===== src/rtl/lsu_sequencer.sv =====
// -----------------------------------------------------------------------------
// lsu_sequencer
//   Multicycle load/store sequencer between the datapath and a 64-bit data
//   memory. Accepts one byte-addressed request at a time, fetches the aligned
//   doubleword for loads and sub-doubleword stores (read-modify-write), writes
//   full doublewords directly, and returns a one-cycle response pulse.
//
//   Optional feature (macro LSU_FORWARD_EN): one-entry buffer holding the last
//   written doubleword; a load hitting it answers in the next cycle without a
//   memory read. With the macro undefined every load reads memory.
//
// Ports
//   clk, reset        clock (rising edge), asynchronous active-low reset
//   req_valid/ready   request handshake, ready only while idle
//   req_we/size/unsigned/addr/wdata  request fields, latched on accept
//   mem_addr          doubleword-aligned memory address
//   mem_rd, mem_wr    one-cycle read / write strobes
//   mem_wdata         full doubleword write data
//   mem_rdata         read data, valid MEM_LAT cycles after mem_rd
//   resp_valid        one-cycle completion pulse
//   resp_rdata        extended load data (0 for stores and errors)
//   resp_err          misaligned access, qualified by resp_valid
// -----------------------------------------------------------------------------
module lsu_sequencer #(
  parameter int DATA_W  = 64,
  parameter int ADDR_W  = 64,
  parameter int MEM_LAT = 1
) (
  input  logic              clk,
  input  logic              reset,
  input  logic              req_valid,
  output logic              req_ready,
  input  logic              req_we,
  input  logic [1:0]        req_size,
  input  logic              req_unsigned,
  input  logic [ADDR_W-1:0] req_addr,
  input  logic [DATA_W-1:0] req_wdata,
  output logic [ADDR_W-1:0] mem_addr,
  output logic              mem_rd,
  output logic              mem_wr,
  output logic [DATA_W-1:0] mem_wdata,
  input  logic [DATA_W-1:0] mem_rdata,
  output logic              resp_valid,
  output logic [DATA_W-1:0] resp_rdata,
  output logic              resp_err
);

  typedef enum logic [2:0] {IDLE, RD_ISSUE, RD_WAIT, WR, RESP} state_t;

  localparam logic [2:0] LAST_WAIT = 3'(MEM_LAT - 1);

  state_t            state_q, state_d;
  logic [2:0]        cnt_q;
  logic              we_q, uns_q;
  logic [1:0]        size_q;
  logic [2:0]        off_q;
  logic [DATA_W-1:0] wdata_q;

  logic              accept, misaligned, wait_done;
  logic [ADDR_W-1:0] dw_addr;
  logic              fwd_hit;
  logic [DATA_W-1:0] fwd_data;

  // Shift the addressed field down to bit 0, then truncate and extend.
  function automatic logic [DATA_W-1:0] load_extend(input logic [DATA_W-1:0] dw,
                                                    input logic [2:0] off,
                                                    input logic [1:0] size,
                                                    input logic uns);
    logic [DATA_W-1:0] f;
    f = dw >> {off, 3'b000};
    case (size)
      2'd0:    load_extend = {{(DATA_W-8){~uns & f[7]}},   f[7:0]};
      2'd1:    load_extend = {{(DATA_W-16){~uns & f[15]}}, f[15:0]};
      2'd2:    load_extend = {{(DATA_W-32){~uns & f[31]}}, f[31:0]};
      default: load_extend = f;
    endcase
  endfunction

  // Replace bytes [off, off+2^size-1] of the old doubleword with store data.
  function automatic logic [DATA_W-1:0] store_merge(input logic [DATA_W-1:0] old,
                                                    input logic [DATA_W-1:0] wdata,
                                                    input logic [2:0] off,
                                                    input logic [1:0] size);
    logic [7:0]        mask;
    logic [DATA_W-1:0] sh, res;
    case (size)
      2'd0:    mask = 8'h01;
      2'd1:    mask = 8'h03;
      2'd2:    mask = 8'h0F;
      default: mask = 8'hFF;
    endcase
    mask = mask << off;
    sh   = wdata << {off, 3'b000};
    res  = old;
    for (int i = 0; i < 8; i++) begin
      if (mask[i]) res[8*i +: 8] = sh[8*i +: 8];
    end
    return res;
  endfunction

  assign accept    = req_valid && req_ready;
  assign dw_addr   = {req_addr[ADDR_W-1:3], 3'b000};
  assign wait_done = (cnt_q == LAST_WAIT);

  always_comb begin
    // NOTE: every combinational output gets a default first so no path can infer a latch.
    misaligned = 1'b0;
    case (req_size)
      2'd1:    misaligned = req_addr[0];
      2'd2:    misaligned = |req_addr[1:0];
      2'd3:    misaligned = |req_addr[2:0];
      default: misaligned = 1'b0;
    endcase
  end

`ifdef LSU_FORWARD_EN
  logic              fwd_valid_q;
  logic [ADDR_W-1:0] fwd_addr_q;
  logic [DATA_W-1:0] fwd_data_q;

  // The buffer is a single entry, so it is cleared with the rest of the state.
  always_ff @(posedge clk or negedge reset) begin
    if (!reset) begin
      fwd_valid_q <= 1'b0;
      fwd_addr_q  <= '0;
      fwd_data_q  <= '0;
    end else if (state_q == WR) begin
      fwd_valid_q <= 1'b1;
      fwd_addr_q  <= mem_addr;
      fwd_data_q  <= mem_wdata;
    end
  end

  assign fwd_hit  = fwd_valid_q && (fwd_addr_q == dw_addr);
  assign fwd_data = fwd_data_q;
`else
  assign fwd_hit  = 1'b0;
  assign fwd_data = '0;
`endif

  // State register.
  always_ff @(posedge clk or negedge reset) begin
    // NOTE: sequential state uses non-blocking assignments so all registers update together.
    if (!reset) state_q <= IDLE;
    else        state_q <= state_d;
  end

  // Next-state logic.
  always_comb begin
    state_d = state_q;
    case (state_q)
      IDLE: begin
        if (accept) begin
          if (misaligned)                  state_d = RESP;
          else if (!req_we)                state_d = fwd_hit ? RESP : RD_ISSUE;
          else if (req_size == 2'd3)       state_d = WR;
          else                             state_d = RD_ISSUE;
        end
      end
      RD_ISSUE: state_d = RD_WAIT;
      RD_WAIT:  if (wait_done) state_d = we_q ? WR : RESP;
      WR:       state_d = RESP;
      RESP:     state_d = IDLE;
      default:  state_d = IDLE;
    endcase
  end

  // Output decode.
  always_comb begin
    req_ready  = (state_q == IDLE);
    mem_rd     = (state_q == RD_ISSUE);
    mem_wr     = (state_q == WR);
    resp_valid = (state_q == RESP);
  end

  // Request latch, memory address/data and response registers.
  always_ff @(posedge clk or negedge reset) begin
    if (!reset) begin
      cnt_q      <= '0;
      we_q       <= 1'b0;
      uns_q      <= 1'b0;
      size_q     <= '0;
      off_q      <= '0;
      wdata_q    <= '0;
      mem_addr   <= '0;
      mem_wdata  <= '0;
      resp_rdata <= '0;
      resp_err   <= 1'b0;
    end else begin
      cnt_q <= (state_q == RD_WAIT && !wait_done) ? cnt_q + 3'd1 : 3'd0;
      case (state_q)
        IDLE: begin
          if (accept) begin
            we_q       <= req_we;
            uns_q      <= req_unsigned;
            size_q     <= req_size;
            off_q      <= req_addr[2:0];
            wdata_q    <= req_wdata;
            mem_addr   <= dw_addr;
            resp_err   <= misaligned;
            resp_rdata <= '0;
            if (!misaligned && !req_we && fwd_hit)
              resp_rdata <= load_extend(fwd_data, req_addr[2:0], req_size, req_unsigned);
            if (req_we && req_size == 2'd3)
              mem_wdata <= req_wdata;
          end
        end
        RD_WAIT: begin
          if (wait_done) begin
            if (we_q) mem_wdata  <= store_merge(mem_rdata, wdata_q, off_q, size_q);
            else      resp_rdata <= load_extend(mem_rdata, off_q, size_q, uns_q);
          end
        end
        RESP: begin
          resp_rdata <= '0;
          resp_err   <= 1'b0;
        end
        default: ;
      endcase
    end
  end

endmodule

===== config.mk =====
export PLATFORM = sky130hd
export DESIGN_NAME = lsu_sequencer
export DESIGN_NICKNAME = d
export VERILOG_FILES = /design/src/rtl/lsu_sequencer.sv
export SDC_FILE = /design/constraint.sdc
export NUM_CORES = 1
export LEC_CHECK = 0
export CAP_MARGIN = 20
export CORE_MARGIN = 8
export CORE_UTILIZATION = 39
export DETAILED_ROUTE_END_ITERATION = 8
export GPL_TIMING_DRIVEN = 0
export PLACE_DENSITY = 0.65
export SYNTH_ARGS = -nofsm -noshare
export SYNTH_HDL_FRONTEND = slang
export SYNTH_SLANG_ARGS = --single-unit

===== constraint.sdc =====
create_clock -name clk -period 2.09 [get_ports clk]
set_input_delay 0.418 -clock clk [delete_from_list [all_inputs] [get_ports clk]]
set_output_delay 0.418 -clock clk [all_outputs]
set_load 0.05 [all_outputs]

wires.png
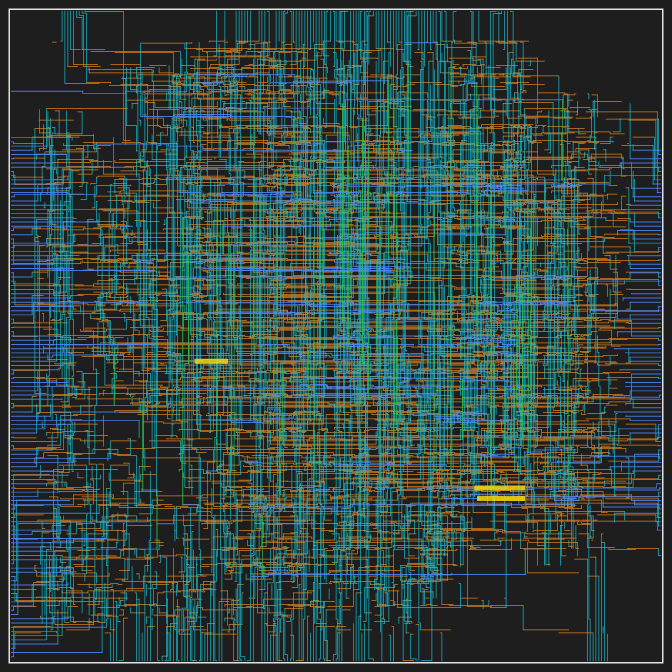
layer	colour	wire length
metal 4	green	3370 um
metal 1	orange	25.7 mm
metal 2	cyan	32.4 mm
metal 3	blue	7020 um
metal 5	yellow	37.7 um
Tot GR Track Use: 29.8%
Routed WL: 68500 um
DR WL/cell: 29.0 um

io_fan.png
Scale bar: 50 um.
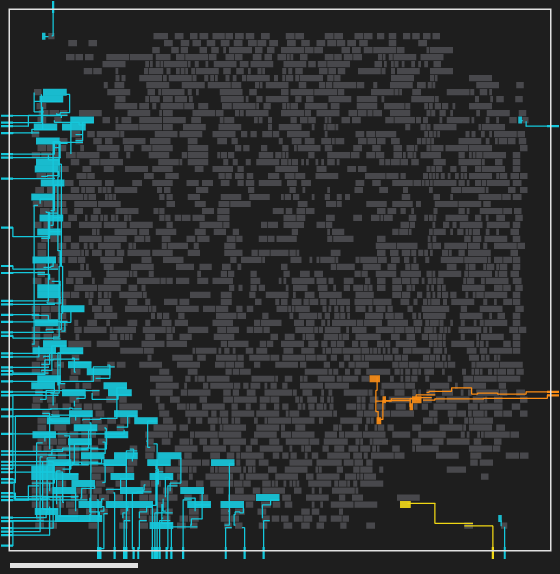
port	colour	direction	edge	end cells	buffers	wire
`req_size`	orange	input	right	6	2	182 um
`req_unsigned`	yellow	input	bottom	1	1	53.2 um
`mem_addr`	cyan	output	44 left, 18 bottom, 1 top, 1 right	64	64	2820 um
I/O Buffers: 392
Ports: 396

==> results.sh <==
# physical design summary
export IMPL_grt_first_pass_wirelength_um=98600
export IMPL_ctsResizeCount=433
export IMPL_drt_pass1_iterations=7
export IMPL_p_leak_nw=9.29
export IMPL_numSynthFlops=267
export IMPL_p_per_area_nw_per_um2=1960
export IMPL_antennaDiodeCount=0
export IMPL_fin_ws_ns=-0.0223
export IMPL_via_per_inst=5.94
export IMPL_postSynthSeqShare_pct=45.5
export IMPL_fin_crit_sh_pct=101
export IMPL_hpwl_um=53600
export IMPL_combGateArea_um2=8050
export IMPL_r2r_cells=9
export IMPL_critical_path_top_delay_family="buffers and inverters"
export IMPL_setup_viol=3
export IMPL_clock_latency_ns=0.58
export IMPL_areaGrowthSynthToFinish_pct=47.0
export IMPL_grt_max_degree=115
export IMPL_nets=2031
export IMPL_flop_area_um2=6690
export IMPL_grt_busiest_layer="met2"
export IMPL_violations="setup timing"
export IMPL_largest_cell_class="multi-input combinational cells"
export IMPL_final_area_um2=21600
export IMPL_status="finished with violations"
export IMPL_max_freq_mhz=473
export IMPL_regToRegEndpoint="mem_wdata[47]"
export IMPL_top_cells_by_count="267 x dfrtp_1, 154 x nand2_1, 141 x mux2_2, 101 x mux2i_1, 89 x o21ai_0"
export IMPL_syn_area_per_cell_um2=10.7
export IMPL_yosysCellCount=1374
export IMPL_crit_type="flip-flop to flip-flop"
export IMPL_wl_met1_um=25700
export IMPL_cp_slowest_stage_delay_ns=0.37
export IMPL_top_area_share_pct=45.5
export IMPL_seq_power_share_pct=22.8
export IMPL_dieWidth_um=210
export IMPL_synth_edff_count=0
export IMPL_final_common_cell="dfrtp_1"
export IMPL_buffer_area_share_pct=23.8
export IMPL_taps=511
export IMPL_mux_share_pct=23.7
export IMPL_netSwitchingFraction_pct=50.1
export IMPL_power_clock_mw=5.70
export IMPL_combinationalPowerShare_pct=63.7
export IMPL_final_cells=2365
export IMPL_crit_fanout=10
export IMPL_design_seq_count=267
export IMPL_inverters=8
